### src/rtl/pc_fetch_unit_pkg.sv
// Shared types and constants for the PC/fetch unit.
package pc_fetch_unit_pkg;

  localparam int          INSTR_W          = 32;
  localparam logic [31:0] RESET_PC_DEFAULT = 32'h0000_0000;
  localparam logic [1:0]  ALIGN_MASK       = 2'b00;

  typedef enum logic [1:0] {
    ST_IDLE  = 2'd0,
    ST_FETCH = 2'd1,
    ST_ISSUE = 2'd2,
    ST_ERROR = 2'd3
  } fetch_state_e;

  // Instructions are word aligned; the low two PC bits must match the mask.
  function automatic logic pc_is_aligned(input logic [31:0] pc);
    return pc[1:0] == ALIGN_MASK;
  endfunction

endpackage

### src/rtl/pc_fetch_unit_if.sv
// Bundle of the next-PC, instruction-memory and decode handshake signals.
interface pc_fetch_unit_if;
  import pc_fetch_unit_pkg::*;

  logic [31:0]        NextPC;
  logic [31:0]        CurrentPC;
  logic [31:0]        ImemAddr;
  logic               ImemReq;
  logic               ImemAck;
  logic [INSTR_W-1:0] ImemData;
  logic [INSTR_W-1:0] Instruction;
  logic               InstrValid;
  logic               DecodeReady;
  logic [31:0]        InstrCount;
  logic               FetchErr;

  // Fetch unit side.
  modport master (
    input  NextPC, ImemAck, ImemData, DecodeReady,
    output CurrentPC, ImemAddr, ImemReq, Instruction, InstrValid,
           InstrCount, FetchErr
  );

  // Surrounding pipeline / memory side.
  modport slave (
    output NextPC, ImemAck, ImemData, DecodeReady,
    input  CurrentPC, ImemAddr, ImemReq, Instruction, InstrValid,
           InstrCount, FetchErr
  );

endinterface

### src/rtl/pc_fetch_unit_fetch_wait_timer.sv
// 8-bit wait-cycle counter for an outstanding fetch; flags the last
// permitted wait cycle so the FSM can time out on the following edge.
module pc_fetch_unit_fetch_wait_timer #(
  parameter int MAX_WAIT = 15
) (
  input  logic       clk_i,
  input  logic       rst_i,
  input  logic       clr_i,
  input  logic       load_i,
  input  logic [7:0] load_val_i,
  input  logic       en_i,
  output logic       tc_o
);
  import pc_fetch_unit_pkg::*;

  localparam logic [7:0] TC_VAL = 8'(MAX_WAIT - 1);

  logic [7:0] count_q;
  logic [7:0] count_d;

  // Clear wins over load, load wins over count.
  always_comb begin
    count_d = count_q;
    if (clr_i) begin
      count_d = 8'd0;
    end else if (load_i) begin
      count_d = load_val_i;
    end else if (en_i) begin
      count_d = count_q + 8'd1;
    end
  end

  // Counter register with synchronous reset.
  always_ff @(posedge clk_i) begin
    if (rst_i) begin
      count_q <= 8'd0;
    end else begin
      count_q <= count_d;
    end
  end

  assign tc_o = (count_q == TC_VAL);

endmodule

### src/rtl/pc_fetch_unit.sv
// Program counter register plus instruction fetch sequencer: requests the
// word at CurrentPC, holds it for decode, advances to NextPC on accept and
// traps timeouts / misaligned PCs into a sticky error state.
//
//   state    | meaning
//   ---------+---------------------------------------------------------
//   ST_IDLE  | just out of reset, about to issue the first request
//   ST_FETCH | ImemReq high, waiting for ImemAck (bounded by MAX_WAIT)
//   ST_ISSUE | Instruction valid, waiting for DecodeReady
//   ST_ERROR | timeout or misaligned PC; parked until Reset
module pc_fetch_unit
  import pc_fetch_unit_pkg::*;
#(
  parameter logic [31:0] RESET_PC = RESET_PC_DEFAULT,
  parameter int          MAX_WAIT = 15
) (
  input  logic            Clk,
  input  logic            Reset,
  pc_fetch_unit_if.master bus
);

  fetch_state_e       state_q;
  logic [31:0]        pc_q;
  logic               imem_req_q;
  logic [INSTR_W-1:0] instr_q;
  logic               instr_valid_q;
  logic [31:0]        instr_count_q;
  logic               fetch_err_q;

  logic accept;
  logic wait_clr;
  logic wait_en;
  logic wait_tc;

  assign accept   = (state_q == ST_ISSUE) && bus.DecodeReady;
  // Timer restarts whenever a new fetch request is about to be raised.
  assign wait_clr = (state_q == ST_IDLE) || accept;
  assign wait_en  = (state_q == ST_FETCH) && !bus.ImemAck && !wait_tc;

  pc_fetch_unit_fetch_wait_timer #(
    .MAX_WAIT (MAX_WAIT)
  ) u_wait_timer (
    .clk_i      (Clk),
    .rst_i      (Reset),
    .clr_i      (wait_clr),
    .load_i     (1'b0),
    .load_val_i (8'd0),
    .en_i       (wait_en),
    .tc_o       (wait_tc)
  );

  // Fetch FSM with the PC, instruction and counter registers it owns.
  always_ff @(posedge Clk) begin
    if (Reset) begin
      state_q       <= ST_IDLE;
      pc_q          <= RESET_PC;
      imem_req_q    <= 1'b0;
      instr_q       <= '0;
      instr_valid_q <= 1'b0;
      instr_count_q <= 32'd0;
      fetch_err_q   <= 1'b0;
    end else begin
      case (state_q)
        ST_IDLE: begin
          if (!pc_is_aligned(RESET_PC)) begin
            fetch_err_q <= 1'b1;
            state_q     <= ST_ERROR;
          end else begin
            imem_req_q <= 1'b1;
            state_q    <= ST_FETCH;
          end
        end

        ST_FETCH: begin
          if (bus.ImemAck) begin
            instr_q       <= bus.ImemData;
            instr_valid_q <= 1'b1;
            imem_req_q    <= 1'b0;
            state_q       <= ST_ISSUE;
          end else if (wait_tc) begin
            imem_req_q  <= 1'b0;
            fetch_err_q <= 1'b1;
            state_q     <= ST_ERROR;
          end
        end

        ST_ISSUE: begin
          if (bus.DecodeReady) begin
            // The faulting PC is still loaded so it is visible for debug.
            pc_q          <= bus.NextPC;
            instr_valid_q <= 1'b0;
            instr_count_q <= instr_count_q + 32'd1;
            if (!pc_is_aligned(bus.NextPC)) begin
              fetch_err_q <= 1'b1;
              state_q     <= ST_ERROR;
            end else begin
              imem_req_q <= 1'b1;
              state_q    <= ST_FETCH;
            end
          end
        end

        ST_ERROR: begin
          imem_req_q    <= 1'b0;
          instr_valid_q <= 1'b0;
          fetch_err_q   <= 1'b1;
        end

        default: begin
          imem_req_q    <= 1'b0;
          instr_valid_q <= 1'b0;
          fetch_err_q   <= 1'b1;
          state_q       <= ST_ERROR;
        end
      endcase
    end
  end

  assign bus.CurrentPC   = pc_q;
  assign bus.ImemAddr    = pc_q;
  assign bus.ImemReq     = imem_req_q;
  assign bus.Instruction = instr_q;
  assign bus.InstrValid  = instr_valid_q;
  assign bus.InstrCount  = instr_count_q;
  assign bus.FetchErr    = fetch_err_q;

endmodule

### src/flat_wrapper.sv
// flat-port wrapper written by rule: the top's interface ports become plain ports
module pc_fetch_unit_flat import pc_fetch_unit_pkg::*;
#(
  parameter logic [31:0] RESET_PC = RESET_PC_DEFAULT,
  parameter int          MAX_WAIT = 15
)
  (Clk, Reset, bus_NextPC, bus_ImemAck, bus_ImemData, bus_DecodeReady, bus_CurrentPC, bus_ImemAddr, bus_ImemReq, bus_Instruction, bus_InstrValid, bus_InstrCount, bus_FetchErr);
  pc_fetch_unit_if bus_i ();
  input  logic Clk;
  input  logic Reset;
  input wire logic [$bits(bus_i.NextPC)-1:0] bus_NextPC;
  input wire logic [$bits(bus_i.ImemAck)-1:0] bus_ImemAck;
  input wire logic [$bits(bus_i.ImemData)-1:0] bus_ImemData;
  input wire logic [$bits(bus_i.DecodeReady)-1:0] bus_DecodeReady;
  output wire logic [$bits(bus_i.CurrentPC)-1:0] bus_CurrentPC;
  output wire logic [$bits(bus_i.ImemAddr)-1:0] bus_ImemAddr;
  output wire logic [$bits(bus_i.ImemReq)-1:0] bus_ImemReq;
  output wire logic [$bits(bus_i.Instruction)-1:0] bus_Instruction;
  output wire logic [$bits(bus_i.InstrValid)-1:0] bus_InstrValid;
  output wire logic [$bits(bus_i.InstrCount)-1:0] bus_InstrCount;
  output wire logic [$bits(bus_i.FetchErr)-1:0] bus_FetchErr;
  assign bus_i.NextPC = bus_NextPC;
  assign bus_i.ImemAck = bus_ImemAck;
  assign bus_i.ImemData = bus_ImemData;
  assign bus_i.DecodeReady = bus_DecodeReady;
  assign bus_CurrentPC = bus_i.CurrentPC;
  assign bus_ImemAddr = bus_i.ImemAddr;
  assign bus_ImemReq = bus_i.ImemReq;
  assign bus_Instruction = bus_i.Instruction;
  assign bus_InstrValid = bus_i.InstrValid;
  assign bus_InstrCount = bus_i.InstrCount;
  assign bus_FetchErr = bus_i.FetchErr;
  pc_fetch_unit #(.RESET_PC(RESET_PC), .MAX_WAIT(MAX_WAIT)) u_core (.Clk(Clk), .Reset(Reset), .bus(bus_i));
endmodule
### config.mk
export PLATFORM = sky130hd
export DESIGN_NAME = pc_fetch_unit_flat
export DESIGN_NICKNAME = d
export VERILOG_FILES = /design/src/rtl/pc_fetch_unit_pkg.sv /design/src/rtl/pc_fetch_unit_if.sv /design/src/rtl/pc_fetch_unit_fetch_wait_timer.sv /design/src/rtl/pc_fetch_unit.sv /design/src/flat_wrapper.sv
export SDC_FILE = /design/constraint.sdc
export NUM_CORES = 1
export LEC_CHECK = 0
export ABC_AREA = 1
export CAP_MARGIN = 10
export CORE_ASPECT_RATIO = 1.4
export CORE_MARGIN = 4
export CORE_UTILIZATION = 44
export DETAILED_ROUTE_END_ITERATION = 16
export PLACE_DENSITY = 0.9
export REMOVE_ABC_BUFFERS = 1
export SETUP_SLACK_MARGIN = 0.02
export SLEW_MARGIN = 20
export SYNTH_ARGS = -nofsm -noshare
export SYNTH_HDL_FRONTEND = slang
export SYNTH_SLANG_ARGS = --single-unit
### constraint.sdc
create_clock -name Clk -period 2.3 [get_ports Clk]
set_clock_uncertainty 0.2 [all_clocks]
set_input_delay 0.345 -clock Clk [delete_from_list [all_inputs] [get_ports Clk]]
set_output_delay 0.345 -clock Clk [all_outputs]
set_load 0.01 [all_outputs]
### The metal 1 layer, run 1

Drawn at 4 px/um. Supply wires on this layer in gray. Cells faint in the background.
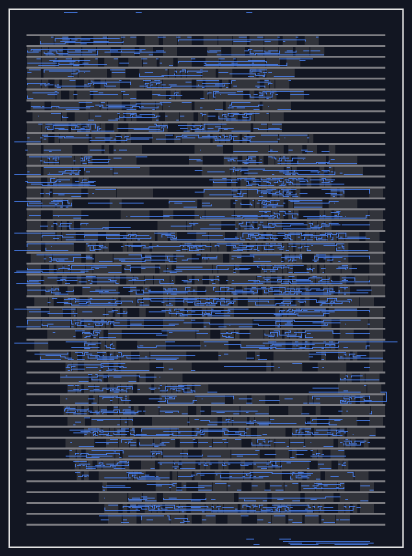
main direction: horizontal
wire length on this layer: 5,380 um
share of all routed wire: 39%
longest straight run: 31.7 um
nets with wire on the layer: 840

### The metal 2 layer, run 1

Drawn at 4 px/um.
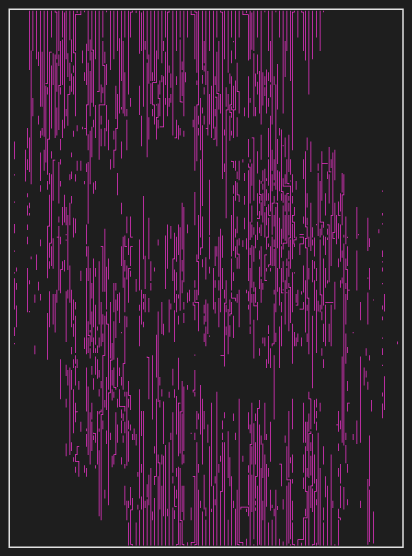
longest straight run: 50.3 um
nets with wire on the layer: 730
main direction: vertical

### Metal 3, run 1

Drawn at 4 px/um. Cells faint in the background.
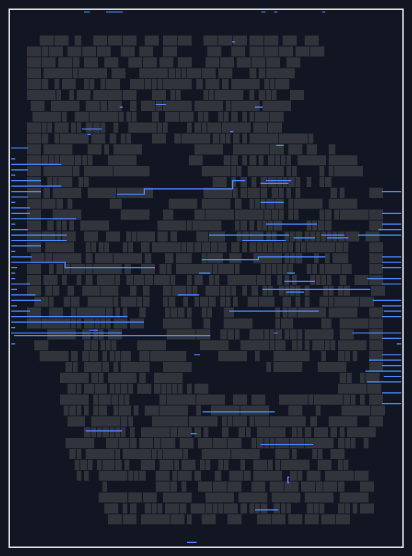
wire length on this layer: 747 um
nets with wire on the layer: 89
main direction: horizontal

==> run 1: worst max path at each step <==
stage and end:
2_1_floorplan u_core.bus.InstrCount[15]$_SDFFE_PP0P_, 3_3_place_gp u_core.bus.InstrCount[27]$_SDFFE_PP0P_, 3_5_place_dp u_core.bus.InstrCount[27]$_SDFFE_PP0P_, 4_1_cts bus_InstrCount[29], 5_1_grt u_core.bus.InstrCount[27]$_SDFFE_PP0P_, 6_report bus_InstrCount[29]
==> run 1: cell families after synthesis <==
| group | count (synthesis) |
|---|---|
| compound gates | 112 |
| xor+xnor | 8 |
| fa+ha+maj | 7 |
| buf+inv | 115 |
| flops | 109 |
| simple gates | 339 |
==> run 1: power by group <==
part           switching, W  internal [W]  leakage (nW)
Sequential         0.000186       0.00217         0.885
Clock              0.000685      0.000767         0.136
Combinational      0.000958       0.00101          1.68
==> CHANGELOG.md, run 1 <==
### Physical design

- TritonCTS clock tree: yes
- M1 WL: 5380 um
- Vias: 4,803
- Met3 usage: 4.73%
- Syn Area/Cell: 7.25 um^2
- Max Fanout on Critical Path: 5
- Mux frac, synth: 0%
- GR Util All Layers: 20.5%
- Top logic family: simple AND/OR/NAND/NOR gates
- Worst-skew pair later-pin latency: 0.34 ns
- Pre-CTS WS: 0.218 ns
- Final wirelength: 13,700 um
- Status: finished clean
- Combinational gates: 466
- Final Max Slew Viols: 0
- Die Y: 134 um
- Bufs w/o clock: 207
- Area fraction in xor and xnor cells: 1.40%
- Area-dominant class: logic gates
- Worst vdd ir: 0.000471 V
- PwrDens: 806 nW/um^2
- R2r setup slk: 0.42 ns
- Register area: 2180 um^2
- Row count: 45
- Clock buffer depth: 2
- Placed Area: 6890 um^2
- Chip area: 13,200 um^2
- Top area cell types: dfxtp_1 44%, nor2_1 14%, o21ai_0 7.6%, nand2_1 6.5%, buf_4 5.0%
- Unrepaired setup endpoints after global routing: false
- RR Endpoint: u_core.u_wait_timer.count_q[2]$_SDFFE_PP0P_
- YS chip area: 5000 um^2
- Hold endpoint: u_core.bus.ImemReq$_SDFFE_PP0P_
- Logic share of the area: 31.3%
- GRT busiest layer: met2
- Setup Crit Path Kind: register to primary output
- Hold/Removal Path Class: register to register
- Via density: 4.82
- Initial antenna violation count: 0
- Pleak: 2.70 nW
- Cell Type Count: 37
- Synth Warn #: 0
- Post-DP HPWL: 10,500 um
- Number of enable flip-flop cells: 0
- Clock-cell share: 3.88%
- WHS: 0.272 ns
- Power Total: 0.00578 W
- Ports: 199
- CTS root buffer: clkbuf_16
- Final WS setup: 0.357 ns
- Clkbuf count: 11
- Top Layout Cells: 198 x clkdlybuf4s50_1, 181 x nor2_1, 109 x dfxtp_1
- Final non-filler cell area: 7170 um^2
- I/O Buffers: 198
- Post-synth top area cell: dfxtp_1
- Netlist Area Pre-Place: 5000 um^2
- Violation tally from detailed-route iteration zero: 250
- Max layer used: met4
- NumNets Final: 925
- FF-to-FF path depth: 8
- Complex Gates by Area: 11.4%
- Grt ovf: 0
- Most common cell in the netlist: nor2_1
- Largest stage delay, worst path: 0.61 ns
- Width of the die: 98.1 um
- Fillers: 925
- FP Core Util: 45.5%
- Clock Sinks: 109
### Metal 4, run 1

Drawn at 3 px/um. Supply wires on this layer in gray. Cells faint in the background.
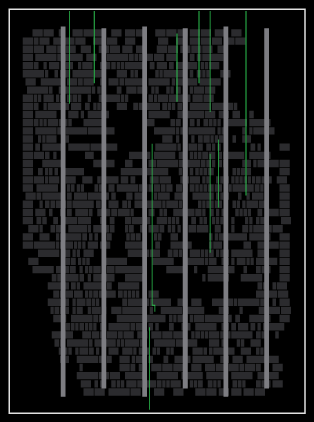

## Run 2: what changed since run 1
==> constraint.sdc (replaced) <==
create_clock -name Clk -period 1.9 [get_ports Clk]
set_clock_uncertainty 0.2 [all_clocks]
set_input_delay 0.285 -clock Clk [delete_from_list [all_inputs] [get_ports Clk]]
set_output_delay 0.285 -clock Clk [all_outputs]
set_load 0.01 [all_outputs]
### Metal 4, run 2

Drawn at 3 px/um. Supply wires on this layer in gray. Cells faint in the background.
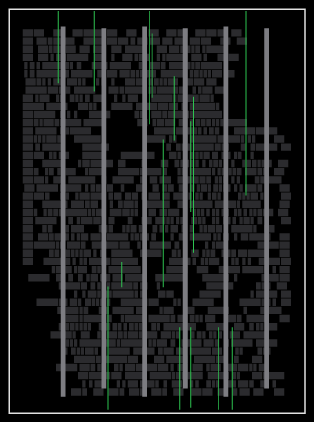
longest straight run: 61.2 um
main direction: vertical
nets with wire on the layer: 13
wire length on this layer: 479 um

### Metal 3, run 2

Drawn at 4 px/um. Cells faint in the background.
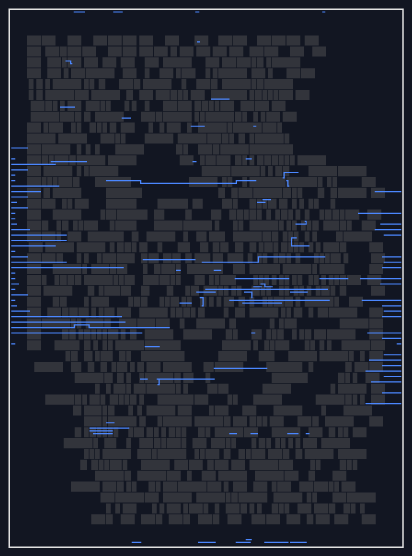
nets with wire on the layer: 96
main direction: horizontal
share of all routed wire: 5.4%
longest straight run: 32.4 um
wire length on this layer: 759 um

### The metal 1 layer, run 2

Drawn at 4 px/um. Supply wires on this layer in gray. Cells faint in the background.
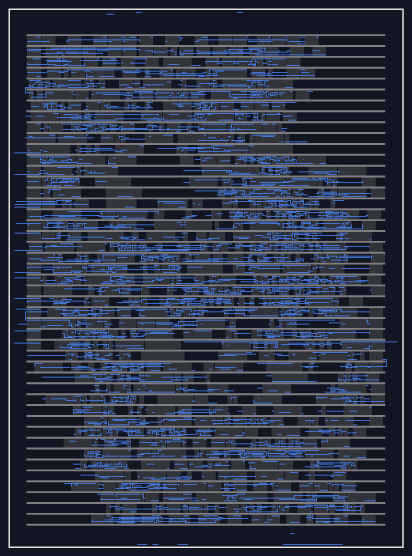
wire length on this layer: 5,420 um
longest straight run: 28.1 um
nets with wire on the layer: 836
main direction: horizontal
share of all routed wire: 38%

==> run 2 against run 1 <==
Effect of this change:
- register-to-register slack lost 0.28 ns
- design area up 2.2%
- via count increased by 2.7%
- die area unchanged
- hold slack got worse by 0.0076 ns
- total power increased by 26%
- core utilization grew 1.5 points
- sequential share of layout area decreased by 0.58 points
- non-clock buffer count rose by 15
==> CHANGELOG.md, run 2 <==
### Physical design

- Delay-heaviest family, CP: buffers and inverters
- Largest stage delay, worst path: 0.59 ns (-0.02 ns)
- Psw: 0.00220 W (+21%)
- Post-synth top cells: 181 x nor2_1, 109 x dfxtp_1, 86 x nand2_1
- Final wirelength: 14,200 um (+3.2%)
- Unrepaired setup endpoints after global routing: true
- Seq group: 0.00286 W (+21%)
- Vias: 4,935 (+2.7%)
- Logic share of the area: 30.8% (-0.48 points)
- GR Util All Layers: 21.0% (+0.48 points)
- Hold endpoint: u_core.bus.ImemReq$_SDFFE_PP0P_
- R2r setup slk: 0.14 ns (-0.28 ns)
- Seq cells post-synth: 109
- Final WS setup: 0.0616 ns (-0.295 ns)
- Top Consumer: sequential cells
- Fillers: 945 (+2.2%)
- Routed Antenna Nets: 0
- Clkbuf count: 12 (+1)
- Tool warnings: 30
- First-pass GRT wire length: 22,800 um
- Met3 wire len: 759 um
- Power Internal: 0.00508 W (+29%)
- Top area cell types: dfxtp_1 44%, nor2_1 14%, o21ai_0 7.6%, nand2_1 6.5%, buf_4 5.0%
- Max Fanout on Critical Path: 6 (+1)
- PwrDens: 994 nW/um^2 (+23%)
- Placeable core region: 11,000 um^2
- Grt ovf: 0 (unchanged)
- Clock buffer depth: 2 (unchanged)
- GRT busiest layer: met2
- Area grow syn2layout: 46.6%
- CTS root buffer: clkbuf_16
- Worst setup startpoint: u_core.bus.InstrCount[27]$_SDFFE_PP0P_
- Width of the die: 98.1 um (unchanged)
- Clock buffer count from CTS: 9
- Setup Crit Path Kind: register to primary output
- FF-to-FF path depth: 8 (unchanged)
- Cell count after placement: 995
- # Cells Yosys: 690
- Setup-failing EPs final: 0
- Tap Cells: 141
- Clk slew on worst S/H paths: 0.07 ns
- Via density: 4.88 (+1.2%)
- Post-DP HPWL: 10,900 um (+3.6%)
- Util after Layout: 66.7%
- Number of global-route vias before repair: 4,771
- Top Layout Cells: 195 x clkdlybuf4s50_1, 181 x nor2_1, 104 x dfxtp_1
- M1 WL: 5420 um (+0.74%)
- Netlist Area Pre-Place: 5000 um^2 (unchanged)
- Final period utilization: 96.8%
- Initial antenna violation count: 0 (unchanged)
- Placed Area: 6990 um^2 (+1.5%)
- Clock share of power: 26.7% (+1.6 points)
- Switch share: 30.3% (-1.4 points)
- Met1 GRT Util: 23.8%
- Worst-skew pair later-pin latency: 0.33 ns (about the same)
- Clk pwr: 0.00195 W (+34%)
- Worst reg2reg path startpoint: u_core.state_q[1]$_SDFFE_PP0P_
- Critical Path RT: 1.41 ns
- Violation tally from detailed-route iteration zero: 222 (-11%)
- Status: finished clean
- Setup Total Neg Slack: 0 ns
- Worst slew pin tran: 0.318 ns
- Synth Warn #: 0 (unchanged)
- Worst vdd ir: 0.000719 V (+53%)
- Postcts setup bufs: 0
- Flop count: 109
- Clock Sinks: 109 (unchanged)
- Power Total: 0.00728 W (+26%)
- Max layer used: met4
- Combinational gates: 466 (unchanged)
- Post-synth top area share: 43.6%
- Number of enable flip-flop cells: 0 (unchanged)
- Clock-cell share: 4.22% (+0.34 points)
- FP Core Util: 45.5% (unchanged)
- Gate Count Post-Synth: 690
- Met2 routed WL: 7520 um
- Seq pwr share: 39.3% (-1.5 points)
- Cell Type Count: 37 (unchanged)
- Layout Cells excl Fill: 1,011
- Pre-CTS WS: -0.114 ns (-0.332 ns)
- Async SR Flop Fraction: 0%
- TritonCTS clock tree: yes
- Syn Area/Cell: 7.25 um^2 (unchanged)
- Ports: 199 (unchanged)
- I/O Buffers: 198 (unchanged)
- Register area: 2190 um^2 (+0.29%)
- Hold Path Depth: 2
- WHS: 0.264 ns (-0.00756 ns)
- Max-cap violations: 0
- NumNets Final: 940 (+1.6%)
- Hold/Removal Path Class: register to register
- YS chip area: 5000 um^2 (unchanged)
- CTS H-tree lvls: 3
- Drt wl/cell: 14.0 um
- Seq share, synth: 43.6%
- Met3 usage: 4.63% (-0.10 points)
- Most common cell in the netlist: nor2_1
- Share of cells above drive strength 1: 8.51%
- Combinational group share of total power: 33.9% (-0.2 points)
- Row count: 45 (unchanged)
- Worst path depth: 1
- Chip area: 13,200 um^2 (unchanged)
- RR Endpoint: u_core.u_wait_timer.count_q[5]$_SDFFE_PP0P_
- F_max: 544 MHz
- Die Y: 134 um (unchanged)
- Pleak: 2.83 nW (+5.0%)
- DRC viols: 0
- End of the critical path: bus_InstrCount[27]
- First drt pass iteration count: 5
- Bufs w/o clock: 222 (+7.2%)
- Final Max Slew Viols: 0 (unchanged)
- Post-synth top area cell: dfxtp_1
- Final non-filler cell area: 7330 um^2 (+2.2%)
- Area-dominant class: logic gates
- Slew headroom: 78.7%
- P_comb: 0.00247 W (+25%)
- Largest net degree at the start of global routing: 55
- Slowest CP cell: clkdlybuf4s50_1
[run 2: cell counts after synthesis]
Identical to the previous run, type by type.
[run 2: worst register-to-register path, delay by kind of cell, from the launching register on]
family	cells	cell delay (ns)
AND-OR/OR-AND	2	0.28
AND/OR/NAND/NOR	2	0.26
flip-flops	1	0.34
buffers and inverters	3	0.40
adder cells (fa/ha/maj)	1	0.22
[run 2: logic make-up (layout without fill, tap and decap cells)]
family	Yosys count	count (layout)	synth area share (%)
AND-OR/OR-AND	112	112	11.4
flip-flops	109	109	43.6
adder cells (fa/ha/maj)	7	7	1.75
AND/OR/NAND/NOR	339	339	30.3
buffers and inverters	115	295	11.5
XOR/XNOR	8	8	1.40
[run 2: timing repair]
item	in CTS	in global routing
hold buffers	0	0
endpoints found under the setup margin	1	18
pin swaps	0	1
resized	1	11
No activity file was given, so power comes from the tool's default toggle rates.
